### src/rtl/cordic_sincos_if.sv
// Valid/ready bundle between the angle source, the CORDIC engine
// and the rotation-matrix stage that consumes cos3/sin3.
interface cordic_sincos_if;
   logic [15:0] angle;
   logic        in_valid;
   logic        in_ready;
   logic [15:0] cos3;
   logic [15:0] sin3;
   logic        out_valid;
   logic        out_ready;

   modport master (
      output angle, in_valid, out_ready,
      input  in_ready, cos3, sin3, out_valid
   );

   modport slave (
      input  angle, in_valid, out_ready,
      output in_ready, cos3, sin3, out_valid
   );
endinterface

### src/rtl/cordic_sincos.sv
// Iterative CORDIC: signed Q4.12 angle in, Q4.12 cos/sin out,
// one micro-rotation per cycle, one angle in flight.
module cordic_sincos #(
   parameter int ITER = 14
) (
   input  logic            clk,
   input  logic            rst,
   cordic_sincos_if.slave  io
);

   typedef enum logic [1:0] {IDLE, ROT, DONE} state_t;

   localparam logic signed [15:0] PI  = 16'sd12868;
   localparam logic signed [15:0] HPI = 16'sd6434;
   localparam logic signed [19:0] K0  = 20'sd39797;

   state_t state_q, state_d;
   logic signed [19:0] x_q, x_d;
   logic signed [19:0] y_q, y_d;
   logic signed [19:0] z_q, z_d;
   logic [3:0] cnt_q, cnt_d;
   logic fin_q, fin_d;
   logic neg_q, neg_d;
   logic [15:0] cos_q, cos_d;
   logic [15:0] sin_q, sin_d;

   logic signed [15:0] a_in, a_clamp, a_fold;
   logic signed [19:0] xs, ys, at;
   logic fold_neg, dpos;

   function automatic logic signed [19:0] atan_tab(
      input logic [3:0] i
   );
      logic signed [19:0] v;
      case (i)
         4'd0:    v = 20'sd51472;
         4'd1:    v = 20'sd30386;
         4'd2:    v = 20'sd16055;
         4'd3:    v = 20'sd8150;
         4'd4:    v = 20'sd4091;
         4'd5:    v = 20'sd2047;
         4'd6:    v = 20'sd1024;
         4'd7:    v = 20'sd512;
         4'd8:    v = 20'sd256;
         4'd9:    v = 20'sd128;
         4'd10:   v = 20'sd64;
         4'd11:   v = 20'sd32;
         4'd12:   v = 20'sd16;
         4'd13:   v = 20'sd8;
         4'd14:   v = 20'sd4;
         default: v = 20'sd2;
      endcase
      return v;
   endfunction

   // Q4.16 -> Q4.12 with round-half-up, optional negate, clip to +-1.0
   function automatic logic [15:0] fmt_out(
      input logic signed [19:0] v,
      input logic               neg
   );
      logic signed [19:0] r;
      r = (v + 20'sd8) >>> 4;
      if (neg) r = -r;
      if (r > 20'sd4096) r = 20'sd4096;
      else if (r < -20'sd4096) r = -20'sd4096;
      return r[15:0];
   endfunction

   always_comb begin
      a_in = signed'(io.angle);
      a_clamp = a_in;
      if (a_in > PI) a_clamp = PI;
      else if (a_in < -PI) a_clamp = -PI;
      a_fold = a_clamp;
      fold_neg = 1'b0;
      if (a_clamp > HPI) begin
         a_fold = a_clamp - PI;
         fold_neg = 1'b1;
      end else if (a_clamp < -HPI) begin
         a_fold = a_clamp + PI;
         fold_neg = 1'b1;
      end
   end

   always_comb begin
      xs = x_q >>> cnt_q;
      ys = y_q >>> cnt_q;
      at = atan_tab(cnt_q);
      dpos = ~z_q[19];
   end

   always_comb begin
      state_d = state_q;
      x_d = x_q;
      y_d = y_q;
      z_d = z_q;
      cnt_d = cnt_q;
      fin_d = fin_q;
      neg_d = neg_q;
      cos_d = cos_q;
      sin_d = sin_q;
      unique case (state_q)
         IDLE: begin
            if (io.in_valid) begin
               state_d = ROT;
               x_d = K0;
               y_d = '0;
               z_d = signed'({a_fold, 4'h0});
               cnt_d = '0;
               fin_d = 1'b0;
               neg_d = fold_neg;
            end
         end
         ROT: begin
            if (!fin_q) begin
               x_d = dpos ? x_q - ys : x_q + ys;
               y_d = dpos ? y_q + xs : y_q - xs;
               z_d = dpos ? z_q - at : z_q + at;
               cnt_d = cnt_q + 4'd1;
               if (cnt_q == 4'(ITER - 1)) fin_d = 1'b1;
            end else begin
               cos_d = fmt_out(x_q, neg_q);
               sin_d = fmt_out(y_q, neg_q);
               state_d = DONE;
            end
         end
         DONE: begin
            if (io.out_ready) state_d = IDLE;
         end
         default: state_d = IDLE;
      endcase
   end

   always_ff @(posedge clk or posedge rst) begin
      if (rst) begin
         state_q <= IDLE;
         x_q <= '0;
         y_q <= '0;
         z_q <= '0;
         cnt_q <= '0;
         fin_q <= 1'b0;
         neg_q <= 1'b0;
         cos_q <= 16'h1000;
         sin_q <= 16'h0000;
      end else begin
         state_q <= state_d;
         x_q <= x_d;
         y_q <= y_d;
         z_q <= z_d;
         cnt_q <= cnt_d;
         fin_q <= fin_d;
         neg_q <= neg_d;
         cos_q <= cos_d;
         sin_q <= sin_d;
      end
   end

   assign io.in_ready = (state_q == IDLE);
   assign io.out_valid = (state_q == DONE);
   assign io.cos3 = cos_q;
   assign io.sin3 = sin_q;

endmodule
### src/flat_wrapper.sv
// flat-port wrapper written by rule: the top's interface ports become plain ports
module cordic_sincos_flat 
#(
   parameter int ITER = 14
)
  (clk, rst, io_angle, io_in_valid, io_out_ready, io_in_ready, io_cos3, io_sin3, io_out_valid);
  cordic_sincos_if io_i ();
  input  logic clk;
  input  logic rst;
  input wire logic [$bits(io_i.angle)-1:0] io_angle;
  input wire logic [$bits(io_i.in_valid)-1:0] io_in_valid;
  input wire logic [$bits(io_i.out_ready)-1:0] io_out_ready;
  output wire logic [$bits(io_i.in_ready)-1:0] io_in_ready;
  output wire logic [$bits(io_i.cos3)-1:0] io_cos3;
  output wire logic [$bits(io_i.sin3)-1:0] io_sin3;
  output wire logic [$bits(io_i.out_valid)-1:0] io_out_valid;
  assign io_i.angle = io_angle;
  assign io_i.in_valid = io_in_valid;
  assign io_i.out_ready = io_out_ready;
  assign io_in_ready = io_i.in_ready;
  assign io_cos3 = io_i.cos3;
  assign io_sin3 = io_i.sin3;
  assign io_out_valid = io_i.out_valid;
  cordic_sincos #(.ITER(ITER)) u_core (.clk(clk), .rst(rst), .io(io_i));
endmodule
### config.mk
export PLATFORM = sky130hd
export DESIGN_NAME = cordic_sincos_flat
export DESIGN_NICKNAME = d
export VERILOG_FILES = /design/src/rtl/cordic_sincos_if.sv /design/src/rtl/cordic_sincos.sv /design/src/flat_wrapper.sv
export SDC_FILE = /design/constraint.sdc
export NUM_CORES = 1
export LEC_CHECK = 0
export ABC_AREA = 0
export CAP_MARGIN = 25
export CORE_ASPECT_RATIO = 1.4
export CORE_MARGIN = 4
export CORE_UTILIZATION = 30
export CTS_BUF_LIST = sky130_fd_sc_hd__clkbuf_8
export DETAILED_ROUTE_END_ITERATION = 8
export MAX_ROUTING_LAYER = met4
export PLACE_DENSITY = 0.53
export SETUP_SLACK_MARGIN = 0.2
export SLEW_MARGIN = 20
export SYNTH_ARGS = -nofsm -noshare
export SYNTH_HDL_FRONTEND = slang
export SYNTH_SLANG_ARGS = --single-unit
### constraint.sdc
create_clock -name clk -period 6.4 [get_ports clk]
set_input_delay 0.96 -clock clk [delete_from_list [all_inputs] [get_ports clk]]
set_output_delay 0.96 -clock clk [all_outputs]
set_load 0.03 [all_outputs]
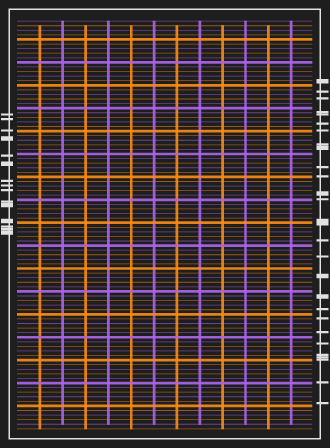
Figure 1: run 1, power grid.
Pins as bars on the die edge.
VDD: in purple. VSS: in orange.
17 straps on met5. 12 straps on met4.

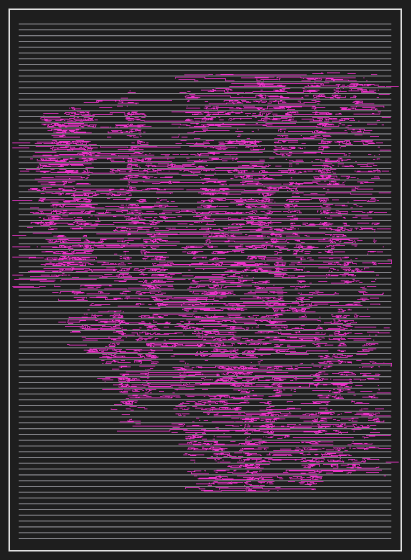
Figure 2: run 1, signal wires on met1.
Supply wires on this layer in gray.
The layer carries 16100 um of wire. 1586 nets have wire on it.
via count: 12400
met1 Resource Use GR: 19.2%

==> results.txt, run 1 <==
run results: status=finished clean, OpenROAD warnings=36, layout cell share with drive strength beyond 1=9.46%, M1 wire length=16100 um, Layout Skew=11.7 ps, Synth flops=100, worst slack, placed=464 ps, # port buffers=53, CTS Root Cell=clkbuf_8, xor/xnor share=9.92%, clock slew at reported path FFs=100 ps, placed cell area=0.0139 mm^2, first-pass GRT wire length=65400 um, GPL Wtd Cong=0.900, area fraction in mux cells=10.7%, Resized cells post-CTS=0, count of non-CTS inverters in the layout=55, clk tree area frac=1.43%, Fmax=174 MHz, min Tclk post-route=5750 ps, Vias/cell=5.69, yosys warning tally=0, relative slew slack=36.4%, simple share=22.3%, floorplan net count=1755, initial antenna violation count=0, r2r startpoint=u_core.cnt_q[1], ant diodes=0, reg2reg path depth=19, CTS hold repair buffers=0, Post-synth top cells=nor2_1 (182), nand2_1 (151), a21oi_1 (114), Yosys Instances=1655, worst hold stages=2, most common logic cells in the final layout=nor2_1 (181), nand2_1 (151), a21oi_1 (114), o21ai_0 (108), dfrtp_1 (97), Worst Path Arrival=6110 ps, pin count of the biggest net entering global routing=54, CP max stage delay=750 ps, worst setup margin=648 ps, Clock Buffer Count=10, CP Depth=19, final WL=40800 um, core area=0.0424 mm^2, top cell class by occupied area=combinational gates, I/O pin total=54, synthesized area=0.0130 mm^2, # setup viols final=0, top cells, area=dfrtp_1 (19%), ha_1 (7.4%), mux4_2 (6.1%), xnor2_1 (5.8%), nor2_1 (5.3%), Fin. Hold Viols=0, area grow syn2layout=8.83%, Die Ht=254 um, Syn Area/Cell=7.84 um^2, dpl cells=2168, Max-area cell share=19.1%, design area=0.0141 mm^2, CTS buffer count=9, GRT met3 Usage=1.34%, Seq/Total Area, Yosys=19.3%, most numerous cell in the Yosys netlist=nor2_1, number of max-cap violations=0, Logic area=0.00974 mm^2, nature of the critical path endpoint=register, 1st-pass router iterations=5, total gr overflow=0, Clock Sink Count=100, critical path launch point type=register, final setup TNS=0 ps
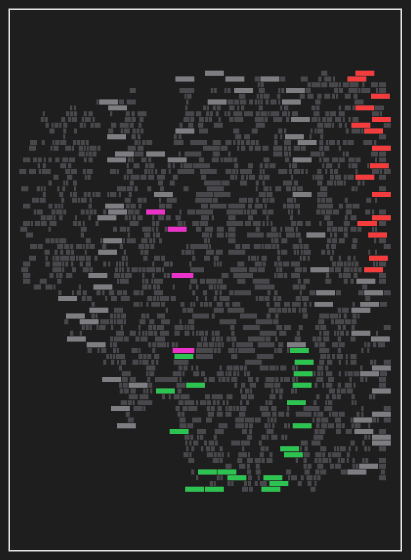
Figure 3: run 1, register map, names as in the netlist.
Other sequential cells in the stronger gray, the rest of the logic in the fainter gray.
u_core.io.cos3: in red, sequential cells 16. u_core.y_q: in green, sequential cells 20. u_core.cnt_q: in magenta, sequential cells 4, where center.
Another 60 sequential cells are not colored.
flop share of the area: 17.8%
Reg area: 0.00251 mm^2
Finished Core Util: 33.3%

==> run 1 -> run 2 <==
--- a/config.mk
+++ b/config.mk
@@ -19,3 +19,4 @@
 export SYNTH_ARGS = -nofsm -noshare
 export SYNTH_HDL_FRONTEND = slang
 export SYNTH_SLANG_ARGS = --single-unit
+export TNS_END_PERCENT = 20
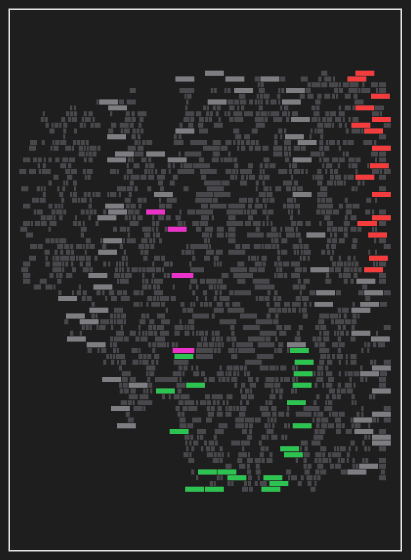
Figure 4: run 2, register map, names as in the netlist.
Other sequential cells in the stronger gray, the rest of the logic in the fainter gray.
u_core.y_q: in green, sequential cells 20. u_core.io.cos3: in red, sequential cells 16. u_core.cnt_q: in magenta, sequential cells 4, where center.
Another 60 sequential cells are not colored.

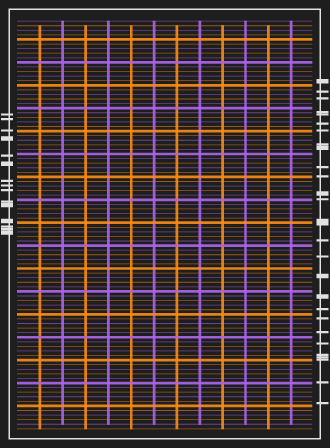
Figure 5: run 2, power grid.
Pins as bars on the die edge.
VSS: in orange. VDD: in purple.
90 met1 rails follow the rows. 12 straps on met4. 17 straps on met5. 54 signal pins sit on the boundary. The core has 89 rows.
Die W: 184 um
core area: 0.0424 mm^2

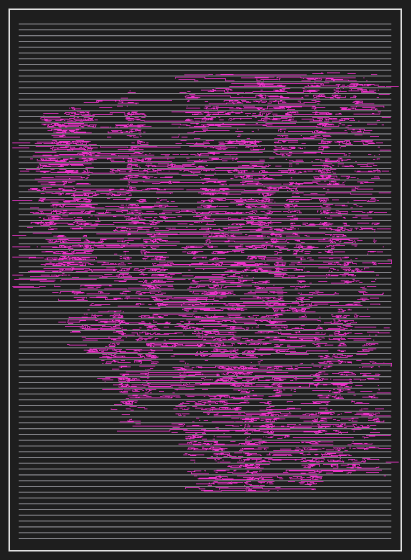
Figure 6: run 2, signal wires on met1.
Supply wires on this layer in gray.
final WL: 40800 um

==> results.txt, run 2 <==
run results: initial antenna violation count=0 (unchanged), area grow syn2layout=8.83% (unchanged), Yosys Instances=1655 (unchanged), top cell class by occupied area=combinational gates (unchanged), 1st-pass router iterations=5 (unchanged), top cells, area=dfrtp_1 (19%), ha_1 (7.4%), mux4_2 (6.1%), xnor2_1 (5.8%), nor2_1 (5.3%) (unchanged), layout cell share with drive strength beyond 1=9.46% (unchanged), flop share of the area=17.8% (unchanged), GRT met3 Usage=1.34% (unchanged), status=finished clean (unchanged), dpl cells=2168 (unchanged), relative slew slack=36.4% (unchanged), placed cell area=0.0139 mm^2 (unchanged), # port buffers=53 (unchanged), Reg area=0.00251 mm^2 (unchanged), area fraction in mux cells=10.7% (unchanged), Synth flops=100 (unchanged), Fmax=174 MHz (unchanged), min Tclk post-route=5750 ps (unchanged), reg2reg path depth=19 (unchanged), CP max stage delay=750 ps (about the same), via count=12400 (unchanged), Syn Area/Cell=7.84 um^2 (unchanged), nature of the critical path endpoint=register (unchanged), Finished Core Util=33.3% (unchanged), clock slew at reported path FFs=100 ps (about the same), pin count of the biggest net entering global routing=54 (unchanged), Logic area=0.00974 mm^2 (unchanged), most numerous cell in the Yosys netlist=nor2_1 (unchanged), I/O pin total=54 (unchanged), number of max-cap violations=0 (unchanged)
==> run 2 -> run 3 <==
--- a/config.mk
+++ b/config.mk
@@ -9,11 +9,12 @@
 export CAP_MARGIN = 25
 export CORE_ASPECT_RATIO = 1.4
 export CORE_MARGIN = 4
-export CORE_UTILIZATION = 30
+export CORE_UTILIZATION = 40
 export CTS_BUF_LIST = sky130_fd_sc_hd__clkbuf_8
 export DETAILED_ROUTE_END_ITERATION = 8
 export MAX_ROUTING_LAYER = met4
-export PLACE_DENSITY = 0.53
+export PLACE_DENSITY = 0.64
+export RECOVER_POWER = 50
 export SETUP_SLACK_MARGIN = 0.2
 export SLEW_MARGIN = 20
 export SYNTH_ARGS = -nofsm -noshare
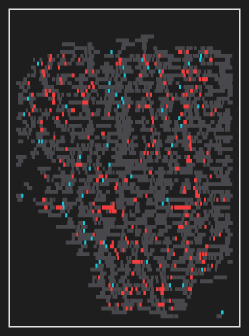
Figure 7: run 3, gate families picked out.
inv cells: in cyan, cells 55, most used inv_1. nand cells: in red, cells 243, most used nand2_1, where widely spread.

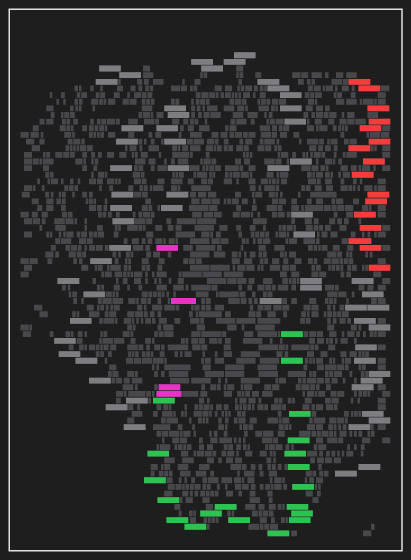
Figure 8: run 3, register map, names as in the netlist.
Other sequential cells in the stronger gray, the rest of the logic in the fainter gray.
u_core.io.cos3: in red, sequential cells 16. u_core.cnt_q: in magenta, sequential cells 4. u_core.y_q: in green, sequential cells 20.
Another 60 sequential cells are not colored.

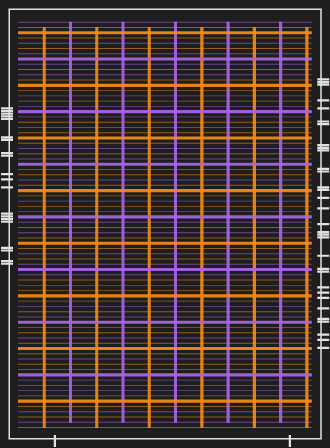
Figure 9: run 3, power grid.
Pins as bars on the die edge.
VSS: in orange. VDD: in purple.
11 straps on met4. 15 straps on met5. 78 met1 rails follow the rows.

==> results.txt, run 3 <==
run results: clk tree area frac=1.60% (was 1.43%), worst setup margin=753 ps (was 648 ps), yosys warning tally=0 (unchanged), area grow syn2layout=7.58% (was 8.83%), Max-area cell share=19.1% (unchanged), GRT met3 Usage=2.29% (was 1.34%), Reg area=0.00251 mm^2 (unchanged), Finished Core Util=43.9% (was 33.3%), # port buffers=53 (unchanged), M1 wire length=15100 um (was 16100 um), pin count of the biggest net entering global routing=63 (was 54), Syn Area/Cell=7.84 um^2 (unchanged), top cell class by occupied area=combinational gates (unchanged), status=complete, but fails checks (was finished clean), CTS buffer count=9 (unchanged), Clock Sink Count=100 (unchanged), ant diodes=1 (was 0), flop share of the area=18.0% (was 17.8%), min Tclk post-route=5650 ps (was 5750 ps), top cells, area=dfrtp_1 (19%), ha_1 (7.4%), mux4_2 (6.1%), xnor2_1 (5.8%), nor2_1 (5.3%) (unchanged), Seq/Total Area, Yosys=19.3% (unchanged), failing checks=max-capacitance violations, max-slew violations, number of max-cap violations=2 (was 0), CP Depth=20 (was 19), xor/xnor share=9.92% (unchanged), CP max stage delay=720 ps (was 750 ps), worst slack, placed=544 ps (was 464 ps), first-pass GRT wire length=63300 um (was 65400 um), clock slew at reported path FFs=110 ps (was 100 ps), count of non-CTS inverters in the layout=55 (unchanged), Clock Buffer Count=10 (unchanged), design area=0.0140 mm^2 (was 0.0141 mm^2), most numerous cell in the Yosys netlist=nor2_1 (unchanged), placed cell area=0.0137 mm^2 (was 0.0139 mm^2), floorplan net count=1755 (unchanged), Logic area=0.00974 mm^2 (about the same), initial antenna violation count=1 (was 0), reg2reg path depth=20 (was 19), Post-synth top cells=nor2_1 (182), nand2_1 (151), a21oi_1 (114) (unchanged), synthesized area=0.0130 mm^2 (unchanged), Die W=160 um (was 184 um), DR iter-0 viols=888 (was 797), worst hold stages=1 (was 2), dpl cells=2018 (was 2168), nature of the critical path endpoint=register (unchanged), via count=12400 (about the same), CTS Root Cell=clkbuf_8 (unchanged), area fraction in mux cells=10.7% (unchanged), core area=0.0318 mm^2 (was 0.0424 mm^2), met1 Resource Use GR=24.0% (was 19.2%), final setup TNS=0 ps (unchanged), Die Ht=221 um (was 254 um), 1st-pass router iterations=5 (unchanged), layout cell share with drive strength beyond 1=9.40% (was 9.46%), simple share=22.3% (unchanged), Worst Path Arrival=5920 ps (was 6110 ps), critical path launch point type=register (unchanged), Resized cells post-CTS=0 (unchanged), CTS hold repair buffers=0 (unchanged), total gr overflow=0 (unchanged), r2r startpoint=u_core.cnt_q[0] (was u_core.cnt_q[1]), final WL=39100 um (was 40800 um), Synth flops=100 (unchanged), max-slew violation count=103 (was 0)
